File: config.mk
export PLATFORM = sky130hd
export DESIGN_NAME = bcd_score_accumulator
export DESIGN_NICKNAME = d
export VERILOG_FILES = /design/src/rtl/bcd_score_accumulator.sv
export SDC_FILE = /design/constraint.sdc
export NUM_CORES = 1
export LEC_CHECK = 0
export CAP_MARGIN = 20
export CORE_UTILIZATION = 49
export CTS_BUF_LIST = sky130_fd_sc_hd__clkbuf_16
export DETAILED_ROUTE_END_ITERATION = 7
export PLACE_DENSITY = 0.78
export SLEW_MARGIN = 20
export SYNTH_ARGS = -nofsm -noshare
export SYNTH_HDL_FRONTEND = slang
export SYNTH_SLANG_ARGS = --single-unit
File: constraint.sdc
create_clock -name clk -period 5.3 [get_ports clk]
set_input_delay 1.06 -clock clk [delete_from_list [all_inputs] [get_ports clk]]
set_output_delay 1.06 -clock clk [all_outputs]
set_load 0.02 [all_outputs]
File: src/rtl/bcd_score_accumulator.sv
// Brick-breaker score unit: game event codes become queued BCD addends that a digit-serial adder
// folds into a saturating score, one digit per cycle; also tracks the session high score.
module bcd_score_accumulator #(
  parameter int DIGITS     = 4,
  parameter int FIFO_DEPTH = 4,
  parameter int PTS_BRICK  = 5,
  parameter int PTS_HARD   = 20,
  parameter int PTS_COIN   = 100
) (
  input  logic                clk,
  input  logic                reset,
  input  logic [2:0]          event_code,
  input  logic                new_game,
  output logic [4*DIGITS-1:0] score,
  output logic [4*DIGITS-1:0] high_score,
  output logic                busy,
  output logic                saturated,
  output logic                event_dropped
);

  localparam int W  = 4 * DIGITS;
  localparam int PW = $clog2(FIFO_DEPTH);
  localparam int CW = PW + 1;
  localparam int IW = $clog2(DIGITS);

  function automatic logic [W-1:0] to_bcd(input int value);
    int v;
    logic [W-1:0] r;
    v = value;
    r = '0;
    for (int i = 0; i < DIGITS; i++) begin
      r[4*i +: 4] = 4'(v % 10);
      v = v / 10;
    end
    return r;
  endfunction

  localparam logic [W-1:0] BCD_BRICK = to_bcd(PTS_BRICK);
  localparam logic [W-1:0] BCD_HARD  = to_bcd(PTS_HARD);
  localparam logic [W-1:0] BCD_COIN  = to_bcd(PTS_COIN);
  localparam logic [W-1:0] ALL_NINES = {DIGITS{4'h9}};

  typedef enum logic {IDLE, ADD} state_t;

  typedef struct packed {
    logic [2:0] code;
    logic [3:0] rnd;
  } entry_t;

  entry_t         fifo_mem [FIFO_DEPTH];
  logic [PW-1:0]  wr_ptr, rd_ptr;
  logic [CW-1:0]  count;
  logic [3:0]     rnd;
  state_t         state;
  logic [W-1:0]   work, addend;
  logic           carry;
  logic [IW-1:0]  idx;
  logic           commit_pend;

  logic           valid_event, full, push, pop;
  logic [4:0]     dsum, corr;
  logic [3:0]     dnext;
  logic           dcarry;
  logic [W-1:0]   shifted;

  // Mystery box is worth ten times the random value captured when the event was queued.
  function automatic logic [W-1:0] addend_of(input entry_t e);
    logic [W-1:0] r;
    r = '0;
    case (e.code)
      3'd1:    r = BCD_BRICK;
      3'd2:    r[7:4] = e.rnd;
      3'd3:    r = BCD_HARD;
      default: r = BCD_COIN;
    endcase
    return r;
  endfunction

  assign valid_event = (event_code >= 3'd1) && (event_code <= 3'd4);
  assign full        = (count == CW'(FIFO_DEPTH));
  assign push        = valid_event && !full && !new_game;
  assign pop         = (state == IDLE) && (count != '0);
  assign busy        = (state != IDLE) || (count != '0);

  assign dsum    = {1'b0, work[3:0]} + {1'b0, addend[3:0]} + {4'b0, carry};
  assign corr    = dsum + 5'd6;
  assign dcarry  = (dsum > 5'd9);
  assign dnext   = dcarry ? corr[3:0] : dsum[3:0];
  assign shifted = {dnext, work[W-1:4]};

  always_ff @(posedge clk or posedge reset) begin
    if (reset) rnd <= 4'd2;
    else       rnd <= (rnd == 4'd9) ? 4'd2 : rnd + 4'd1;
  end

  always_ff @(posedge clk) begin
    if (push) fifo_mem[wr_ptr] <= '{code: event_code, rnd: rnd};
  end

  always_ff @(posedge clk or posedge reset) begin
    if (reset) begin
      wr_ptr        <= '0;
      rd_ptr        <= '0;
      count         <= '0;
      event_dropped <= 1'b0;
    end else if (new_game) begin
      wr_ptr        <= '0;
      rd_ptr        <= '0;
      count         <= '0;
      event_dropped <= 1'b0;
    end else begin
      event_dropped <= valid_event && full;
      if (push) wr_ptr <= wr_ptr + PW'(1);
      if (pop)  rd_ptr <= rd_ptr + PW'(1);
      case ({push, pop})
        2'b10:   count <= count + CW'(1);
        2'b01:   count <= count - CW'(1);
        default: count <= count;
      endcase
    end
  end

  // The working register rotates right one digit per cycle, so after DIGITS steps it holds the
  // full sum in order and can be committed to score in a single edge.
  always_ff @(posedge clk or posedge reset) begin
    if (reset) begin
      state       <= IDLE;
      score       <= '0;
      saturated   <= 1'b0;
      work        <= '0;
      addend      <= '0;
      carry       <= 1'b0;
      idx         <= '0;
      commit_pend <= 1'b0;
    end else if (new_game) begin
      state       <= IDLE;
      score       <= '0;
      saturated   <= 1'b0;
      carry       <= 1'b0;
      idx         <= '0;
      commit_pend <= 1'b0;
    end else begin
      commit_pend <= 1'b0;
      case (state)
        IDLE: begin
          if (pop) begin
            addend <= addend_of(fifo_mem[rd_ptr]);
            work   <= score;
            carry  <= 1'b0;
            idx    <= '0;
            state  <= ADD;
          end
        end
        ADD: begin
          work   <= shifted;
          addend <= addend >> 4;
          carry  <= dcarry;
          idx    <= idx + IW'(1);
          if (idx == IW'(DIGITS - 1)) begin
            state       <= IDLE;
            commit_pend <= 1'b1;
            if (dcarry) begin
              score     <= ALL_NINES;
              saturated <= 1'b1;
            end else begin
              score <= shifted;
            end
          end
        end
        default: state <= IDLE;
      endcase
    end
  end

  // Valid BCD orders the same as plain binary, so a vector compare is an MSD-first compare.
  always_ff @(posedge clk or posedge reset) begin
    if (reset)                                   high_score <= '0;
    else if (commit_pend && (score > high_score)) high_score <= score;
  end

endmodule

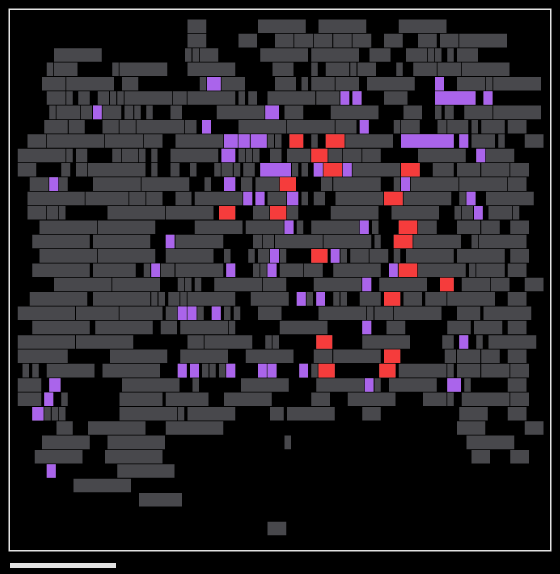
run_1/gates.png
Scale bar: 20 µm.
| color | family | cells |
|---|---|---|
| red | non-inverting ao/oa cells | 19 |
| purple | aoi and oai cells | 57 |
Final Non-Filler Cells: 579
Comb area share: 0.350
dominant logic cell type in the layout: dfrtp_1

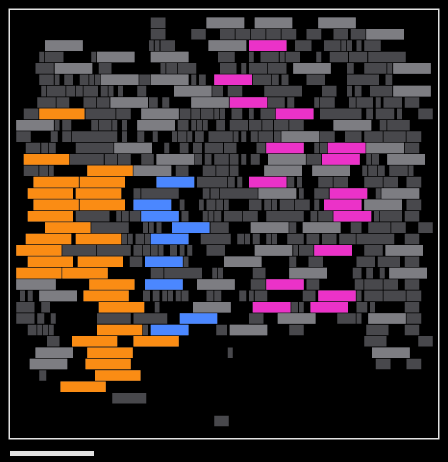
run_1/ff_map.png
Scale bar: 20 µm. Other sequential cells in the stronger gray, the rest of the logic in the fainter gray.
| color | name in the netlist | sequential cells |
|---|---|---|
| magenta | `score` | 16 |
| blue | `addend` | 9 |
| orange | `fifo_mem` | 28 |
Seq group: 0.00100 W
register area: 0.00272 mm²
Seq/total area: 0.472

==> metrics.cfg, run 1 <==
[cts]
hold_buffers = 0
path_clk_slew_ns = 0.07
cts_made_buffers = 9
htree_levels = 3
root_buffer = clkbuf_16
clock_path_buffers = 2
cts_tree = built

[synth]
ys_types = 49
yosys_cells = 402
area_leaders = dfrtp_1 (38%), edfxtp_1 (17%), ha_1 (7.1%), mux2i_1 (3.7%), mux4_2 (3.2%)
yosysWarnings = 0
adder_share = 0.0831
netlist_area_mm2 = 0.00494
synthMuxAreaShare = 0.113
avgSynthCellArea_um2 = 12.3
synthArstFlopShare = 0.728

[timing]
period_used_share = 0.638
finalSetupViolCount = 0
maxSlewViolCount = 0

[global_route]
grt_max_degree = 47
grt-ovfl-total = 0
antenna_found_initial = 0
grtUsageTotal = 0.192
grt_pass1_wl_um = 15100

[power]
comb_cell_power_w = 0.000525
p_leak_nw = 2.43
pwr_density_cell_mw_per_mm2 = 385
combPwrFrac = 0.237
power_frac_seq = 0.453
vdd.ir_drop.worst_v = 0.000329

[placed_design]
dp_cells = 563
placed_cell_area_mm2 = 0.00545
gp_congestion = 0.776

[worst_setup_path]
path_max_fanout = 6
path_common_cell = nor2_1
required_ns = 5.51
cp-startpoint = event_code[1]
reg2regPathDepth = 11
crit_path_end_kind = register
r2r_start = work[0]$_DFFE_PP0P_
start_kind = input port

[layout]
fill_cells = 784
area_growth_syn_to_layout_pct = 16.7
nets = 478
top_register = fifo_mem
postLayoutCellArea_mm2 = 0.00576

[drt]
wl_met1_um = 3880
ant_nets = 0
wl_per_cell_um = 15.8
dr_wl_met3_um = 297

[min_path]
holdPathEnd = addend[8]$_DFFE_PP0P_
hold_depth = 2

[outcome]
status = complete, no violations

[flow_run]
warnings = 30

[floorplan]
die_h_um = 102

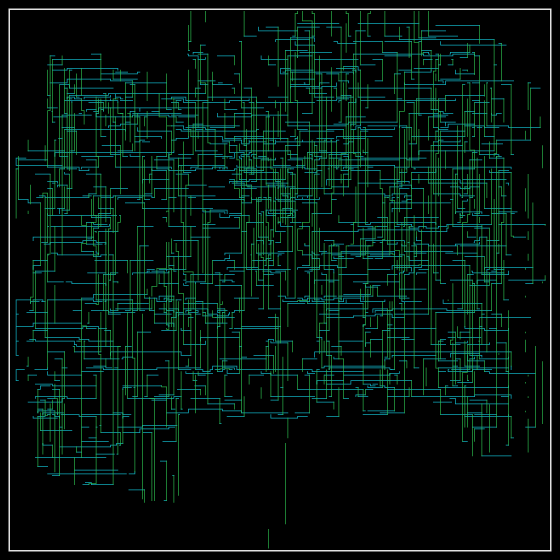
run_1/layers.png
Only two layers are drawn.
| color | layer | wire length |
|---|---|---|
| cyan | M1 | 3880 µm |
| green | M2 | 4840 µm |

[run 1: cell type report]
cell class	count	area (µm²)	share of cell area
Inverter	35	131	0.0228
Tap cell	133	166	0.0289
Sequential cell	103	2720	0.472
Timing Repair Buffer	42	415	0.0721
Clock inverter	7	88.8	0.0154
Multi-Input combinational cell	250	2020	0.350
Clock buffer	9	225	0.0391
[run 1: cell usage after synthesis (3+ instances only)]
cell type	n
dfrtp_1	74
nand2_1	36
inv_1	34
edfxtp_1	28
ha_1	28
o21ai_0	26
nor2_1	22
mux2i_1	18
a21oi_1	16
mux2_4	10
a22o_1	8
a221o_1	7
clkbuf_1	7
mux4_2	7
nor3_1	7
mux2_2	6
and2_1	5
xnor2_1	5
buf_2	4
nor2b_1	4
and3_1	3
fa_1	3
nor4_1	3
o22ai_1	3
or2_2	3
xor2_1	3
==> run 2, diff against run 1 <==
- clock period: 5.3 -> 3.44 ns (I/O delays scaled with it)
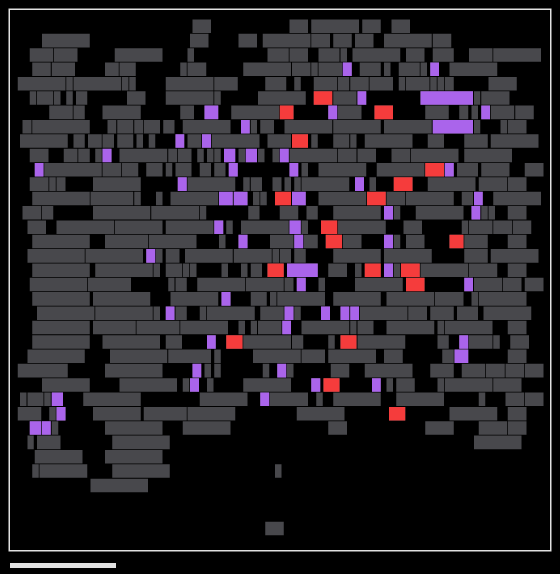
run_2/gates.png
Scale bar: 20 µm.
| color | family | cells |
|---|---|---|
| red | non-inverting ao/oa cells | 19 |
| purple | aoi and oai cells | 57 |

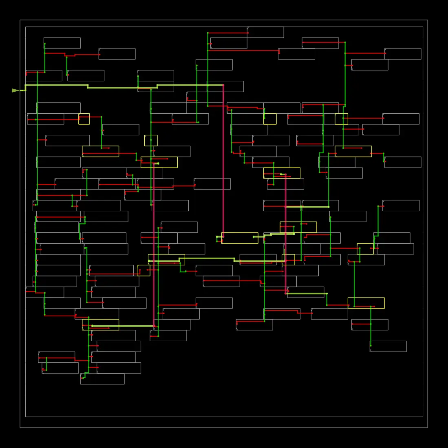
run_2/clock_nets.png
clk_buf instances: 9
Power Clock: 0.000988 W

==> metrics.cfg, run 2 <==
[outcome]
status = complete, no violations

[synth]
synth.top_cells.by_count = dfrtp_1 (74), nand2_1 (36), inv_1 (34)
yosys_cells = 402  ; unchanged
area_leaders = dfrtp_1 (38%), edfxtp_1 (17%), ha_1 (7.1%), mux2i_1 (3.7%), mux4_2 (3.2%)
yosysWarnings = 0  ; unchanged
ys_types = 49  ; unchanged
synthArstFlopShare = 0.728  ; unchanged

[layout]
stdcell_count = 585  ; +1.0%
nets = 484  ; +1.3%
fill_cells = 794  ; +1.3%
layout_top_cell = dfrtp_1
top_register = fifo_mem

[worst_setup_path]
required_ns = 3.65  ; -1.86 ns
r2r_start = work[0]$_DFFE_PP0P_
crit_path_end_kind = register
path_max_fanout = 7  ; +1
start_kind = register
cp-startpoint = work[0]$_DFFE_PP0P_
reg2regPathDepth = 12  ; +1

[power]
power_frac_seq = 0.461  ; +0.008
comb_cell_power_w = 0.000831  ; +58%
p_leak_nw = 2.45  ; +0.87%
combPwrFrac = 0.246  ; +0.009
vdd.ir_drop.worst_v = 0.000417  ; +27%
pwr_density_cell_mw_per_mm2 = 582  ; +51%

[placed_design]
dp_cells = 569  ; +1.1%
placed_cell_area_mm2 = 0.00550  ; +0.99%
gp_congestion = 0.797  ; +2.7%

[cts]
htree_levels = 3  ; unchanged
cts_made_buffers = 9  ; unchanged
clock_path_buffers = 2  ; unchanged
cts_tree = built
root_buffer = clkbuf_16

[drt]
ant_nets = 0  ; unchanged
wl_met1_um = 4010  ; +3.1%
dr_wl_met3_um = 228  ; -23%
wl_per_cell_um = 16.0  ; +1.0%

[timing]
rsz0062_at_grt = false
period_used_share = 0.849
finalSetupViolCount = 0  ; unchanged
maxSlewViolCount = 0  ; unchanged

[floorplan]
die_h_um = 102  ; unchanged

[min_path]
holdPathEnd = addend[5]$_DFFE_PP0P_
hold_depth = 2  ; unchanged

[global_route]
grt_max_degree = 47  ; unchanged

## run 2: final cells by class
cell class	instances	area, µm²	share of cell area
Timing Repair Buffer	48	473	0.0817
Multi-Input combinational cell	250	2010	0.348
Clock inverter	7	62.6	0.0108
Inverter	35	131	0.0227
Sequential cell	103	2720	0.470
Clock buffer	9	225	0.0389
Tap cell	133	166	0.0287
## run 2: logic make-up (layout without fill, tap and decap cells)
| family | count (synthesis) | in the layout | synth area share |
|---|---|---|---|
| flip-flops | 103 | 103 | 0.551 |
| buffers and inverters | 49 | 99 | 0.0416 |
| AND-OR/OR-AND | 76 | 76 | 0.107 |
| adder cells (fa/ha/maj) | 31 | 31 | 0.0831 |
| XOR/XNOR | 8 | 8 | 0.0142 |
| multiplexers | 41 | 41 | 0.113 |
| AND/OR/NAND/NOR | 94 | 94 | 0.0910 |
==> run 3, diff against run 2 <==
- clock period: 3.44 -> 2.76 ns (I/O delays scaled with it)
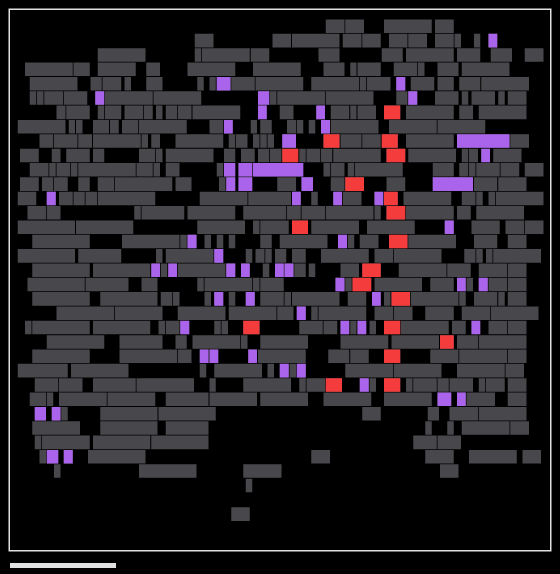
run_3/gates.png
Scale bar: 20 µm.
| color | family | cells |
|---|---|---|
| red | non-inverting ao/oa cells | 19 |
| purple | aoi and oai cells | 57 |

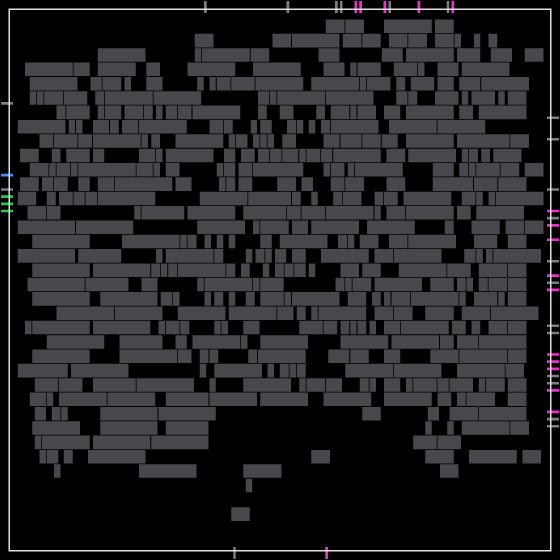
run_3/pinout.png
Pins as bars across the die edge, other pins in gray.
| color | port | pins | direction | edge |
|---|---|---|---|---|
| green | `event_code` | 3 | input | left |
| magenta | `score` | 16 | output | 10 right, 5 top, 1 bottom |
| blue | `event_dropped` | 1 | output | left |
all pins by edge: 22 right, 11 top, 6 left, 2 bottom

==> metrics.cfg, run 3 <==
[power]
combPwrFrac = 0.265  ; +0.019
pg_clk_w = 0.00126  ; +28%
p_seq_w = 0.00193
top_power_group = sequential cells
comb_cell_power_w = 0.00115  ; +38%
pwr_density_cell_mw_per_mm2 = 732  ; +26%
p_leak_nw = 2.53  ; +3.1%
power_frac_seq = 0.445  ; -0.016
vdd.ir_drop.worst_v = 0.000591  ; +42%

[layout]
sh_seq_area = 0.459  ; -0.0104
area_share_clock_buf_inv = 0.0495  ; -0.000258
fill_cells = 783  ; -1.4%
top_register = fifo_mem
n_all_inverters = 35  ; unchanged
top_area_cell_class = sequential cells
seq_cell_count = 103  ; unchanged
clkbuf_count = 9  ; unchanged
regArea_mm2 = 0.00272  ; unchanged
diodes = 0
layout_top_cell = dfrtp_1
buf_share = 0.0976  ; +0.0159
logic_area_mm2 = 0.00203  ; +1.1%
num-multi-input-gates = 250  ; unchanged
stdcell_count = 599  ; +2.4%
comb-cell-share = 0.343  ; -0.00412
nets = 498  ; +2.9%
largest_register_ffs = 28
n_all_buffers = 62  ; +29%

[synth]
ys_types = 49  ; unchanged
synthArstFlopShare = 0.728  ; unchanged
ys_sh_xor = 0.0142  ; unchanged
yosysWarnings = 0  ; unchanged
simple_gate_share = 0.0910  ; unchanged
topCombFamilyByArea = multiplexers
netlist_area_mm2 = 0.00494
synth.top_cells.by_count = dfrtp_1 (74), nand2_1 (36), inv_1 (34)
area_leaders = dfrtp_1 (38%), edfxtp_1 (17%), ha_1 (7.1%), mux2i_1 (3.7%), mux4_2 (3.2%)
synthMuxAreaShare = 0.113  ; unchanged
adder_share = 0.0831  ; unchanged
aoi_share = 0.107  ; unchanged

[timing]
post-route-min-period_ns = 2.69
maxSlewViolCount = 0  ; unchanged
finalSetupViolCount = 0  ; unchanged
period_used_share = 0.976  ; +0.127
rsz0062_at_grt = true

[worst_setup_path]
r2r_start = work[0]$_DFFE_PP0P_
path_class = reg -> reg
worst-path-buf-inv = 2
reg2regPathDepth = 11  ; -1
required_ns = 2.98  ; -0.67 ns
start_kind = register
crit_path_end_kind = register
path_max_fanout = 3  ; -4

[drt]
wl_met1_um = 3990  ; -0.42%
dr_wl_met3_um = 292  ; +28%
drc_errors = 0
wl_per_cell_um = 15.3  ; -4.1%
topRoutingLayerUsed = met4
ant_nets = 0  ; unchanged
vias = 3210

[floorplan]
num_tap_cells = 133  ; unchanged
io_pins = 41
die_x_um = 102

[placed_design]
gp_congestion = 0.792  ; -0.61%
dp_cells = 583  ; +2.5%
placed_cell_area_mm2 = 0.00562  ; +2.1%

[cts]
clock_path_buffers = 2  ; unchanged
cts_tree = built
htree_levels = 3  ; unchanged
cts_made_buffers = 9  ; unchanged
root_buffer = clkbuf_16

[min_path]
holdCritStartpoint = addend[4]$_DFFE_PP0P_
hold_depth = 2  ; unchanged
holdPathEnd = addend[4]$_DFFE_PP0P_

[global_route]
grt_busiest_layer = met2
grt_max_degree = 76  ; +62%
grtUsageMet3 = 0.0540

[outcome]
status = complete, no violations

## run 3: tightest hold or removal path: stages (launching register included)
cell and delay [ns]:
dfrtp_1 0.34, nand2_1 0.05, o21ai_0 0.06
## run 3: worst max-delay path by stage
stage	start	slack (ns)	depth (start not counted)	to
CTS	work[0]$_DFFE_PP0P_	0.05	11	work[13]$_DFFE_PP0P_
global placement	event_code[1]	0.02	10	count[2]$_DFFE_PP0P_
detailed placement	event_code[1]	-0.11	10	count[2]$_DFFE_PP0P_
finish	work[0]$_DFFE_PP0P_	0.07	11	work[13]$_DFFE_PP0P_
floorplan	work[0]$_DFFE_PP0P_	0.01	11	work[13]$_DFFE_PP0P_
global route	work[0]$_DFFE_PP0P_	-0.05	11	work[13]$_DFFE_PP0P_
Power figures rest on the tool's default switching activity, not on a simulated workload.
